layer_met1.png
Scale: 4 px per um. Supply wires on this layer in gray.
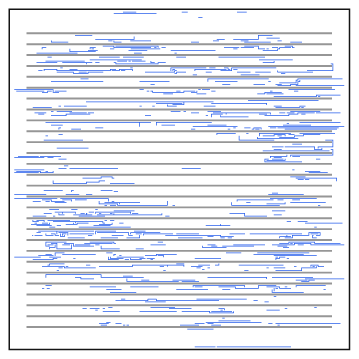
layer_met2.png
Scale: 3 px per um.
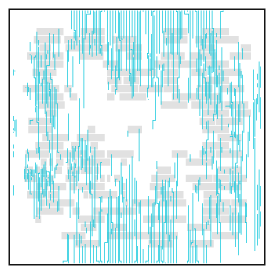
layer_met3.png
Scale: 4 px per um.
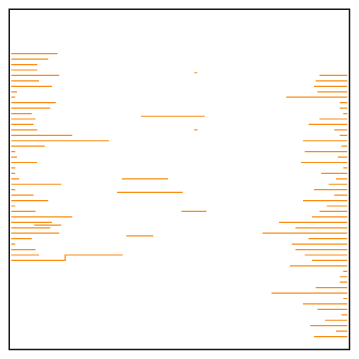
io_placement.png
Scale: 4 px per um. Pins as bars across the die edge, other pins in gray.
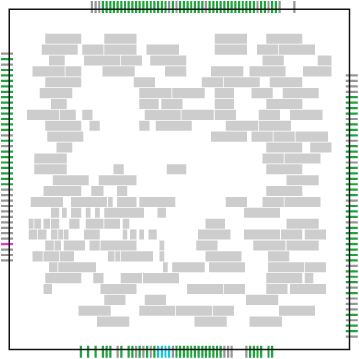
placement.png
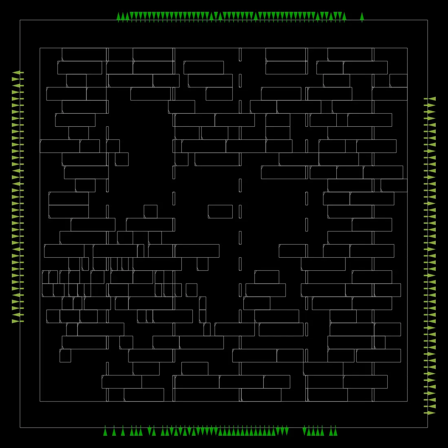
==> config.mk <==
export PLATFORM = sky130hd
export DESIGN_NAME = rdma_sfifo_wr_arb
export DESIGN_NICKNAME = d
export VERILOG_FILES = /design/src/rtl/rdma_arb_pkg.sv /design/src/rtl/rdma_rr_picker.sv /design/src/rtl/rdma_sfifo_wr_arb.sv
export SDC_FILE = /design/constraint.sdc
export NUM_CORES = 1
export LEC_CHECK = 0
export CAP_MARGIN = 20
export CORE_MARGIN = 4
export CORE_UTILIZATION = 45
export DETAILED_ROUTE_END_ITERATION = 8
export DONT_BUFFER_PORTS = 1
export SYNTH_ARGS = -nofsm -noshare
export SYNTH_HDL_FRONTEND = slang
export SYNTH_SLANG_ARGS = --single-unit
export TNS_END_PERCENT = 30
==> constraint.sdc <==
create_clock -name clk -period 2.2 [get_ports clk]
set_input_delay 0.44 -clock clk [delete_from_list [all_inputs] [get_ports clk]]
set_output_delay 0.44 -clock clk [all_outputs]
set_load 0.005 [all_outputs]
==> results.txt <==
Notes on the flow run.

- The tally of non-filler cells in the final layout is 236, for reference.
- Per the cell usage report, the commonest logic cells after layout are sky130_fd_sc_hd__dfrtp_1 (39), sky130_fd_sc_hd__mux4_2 (33), sky130_fd_sc_hd__mux2_4 (29).
- The post-route met1 wirelength is 2360 um, for reference.
- The layer with the highest usage is met2, for reference.
- The clock arrives with 0.00167 ns of skew.
- Measured against its own limit, the worst slew margin works out to 0.672.
- The initial antenna violation count is 0, for reference.
- The final number of max-transition violations is 0, for reference.
- Counting flops and latches in the post-synthesis netlist gives 42.
- The first global-routing pass estimated 10300 um of wire.
- Per the detail_route log, met2 wirelength is 3790 um.
- The count of H-tree levels built during CTS is 2, for reference.
- The count of different cell masters after synthesis is 28, for reference.
- The horizontal die size is 84.7 um, for reference.
- In this design, the largest share of critical-path delay is due to multiplexers.
- The layout has 8 buffers outside the clock class.
- Among all stages on the critical path, the largest delay is contributed by sky130_fd_sc_hd__mux4_2.
- The report gives the cell count of the worst hold path as 1.
- The CTS tree is built, for reference.
- The arithmetic-cell share of the synthesized area counting full adders, half adders and majority gates is 0, for reference.
- The final hold violation count recorded for this run is 0.
- Sorting the synthesized cells by how often they occur yields sky130_fd_sc_hd__dfrtp_1 (40), sky130_fd_sc_hd__mux4_2 (33), sky130_fd_sc_hd__mux2_4 (29).
- The buffering stage count on the worst path with inverters included is 1, for reference.
- The dominant power group in this design is combinational cells.
- The highest layer used for signal routing is met4, for reference.
- The power report attributes to the combinational group a share of 0.485.
- The most common cell after layout, fill and taps aside is sky130_fd_sc_hd__dfrtp_1, for reference.
- In this run, CTS created clock tree buffers numbering 5.
- The number of cell instances after yosys synthesis is 160, for reference.
- Setup repair after global routing left no endpoint under its margin.
- The number of well-tap cells placed is 72, for reference.
- The synthesized area per cell is 16.5 sq um, for reference.
- The detail-routed net length per standard cell is 29.2 um, for reference.
- Timing would allow up to 527 MHz.
- The area growth from synthesis to layout is 6.00%.
- The switching power is 1.39 mW, for reference.
- The flow ran to the end, and the final reports show no timing, DRC or antenna violations.
- The power report lists cell-internal power as 2.69 mW.
- The number of non-clock inverters in the layout is 3, for reference.
- Counting every net in the synthesized netlist gives 301.
- The global-route usage over all layers is 0.188, for reference.
- The clock network latency to the later pin of the worst-skew pair is 0.29 ns, for reference.
- Summing over the stages, the warning tally comes to 26.
- The STA report counts the stages on the worst setup path as 3.
- The type of element launching the critical path is a flop, for reference.
- The post-CTS clock slew at the launch and capture registers of the worst setup and hold paths is 0.08 ns, for reference.
- The total area of multi-input combinational cells is 1480 sq um, for reference.
- The largest contributor to cell area by class is combinational gates, for reference.
- In this design, the stage delay of the slowest critical-path cell is 0.57 ns.
- The type of the worst min-delay path is in -> reg, for reference.
- Switching power as a fraction of the total was reported as 0.340.
- The post-cts hold-fix buffer tally is 2, for reference.
- The final critical path time including I/O delays and setup is 1.90 ns, for reference.
- The total design power is 4.07 mW, for reference.
- The data arrival time of the critical path is 2.08 ns, for reference.
- The dominant register cell is sky130_fd_sc_hd__dfrtp_1, for reference.
- The register with the most flip-flops in the layout has 35 of them.
- The ratio of routed vias to standard cells is 6.38, for reference.
- The post-detailed-route count of antenna-violating nets is 0, for reference.
- The most numerous cell in the Yosys netlist is sky130_fd_sc_hd__dfrtp_1, for reference.
- The layout summary lists the proportion of cells stronger than drive strength 1 as 0.543.
- For reference, the most critical setup path is categorized as reg -> reg.
- The chip area line in the Yosys stat output reads 2650 sq um.
- The post-synthesis simple-gate area fraction is 0.0435, for reference.
- The instance area at placement is 2680 sq um, for reference.
Notes on layer_met1.png above:
share of all routed wire = 34%
main direction = horizontal
nets with wire on the layer = 261
wire length on this layer = 2360 um
wirelength, routed: 6880 um
DR vias: 1505
met1 track utilization from global routing: 0.211

Notes on layer_met2.png above:
longest straight run = 37.6 um
wire length on this layer = 3790 um
nets with wire on the layer = 280
main direction = vertical
share of all routed wire = 55%
met2 track utilization from global routing: 0.337

Notes on layer_met3.png above:
longest straight run = 24.1 um
wire length on this layer = 706 um
nets with wire on the layer = 91
met3 usage in global routing: 0.0795

Notes on io_placement.png above:
`in_data` -> green  # pins 128, direction input, edge 43 top, 33 right, 31 bottom, 21 left
`en` -> magenta  # pins 1, direction input, edge left
`in_ready` -> cyan  # pins 4, direction output, edge bottom
number of input and output port buffers inserted: 0
die span in y: 84.7 um

Notes on placement.png above:
area of the placeable core: 5610 sq um
Rows: 27
share of the final layout cell area in sequential cells: 0.376

Power figures rest on the tool's default switching activity, not on a simulated workload.
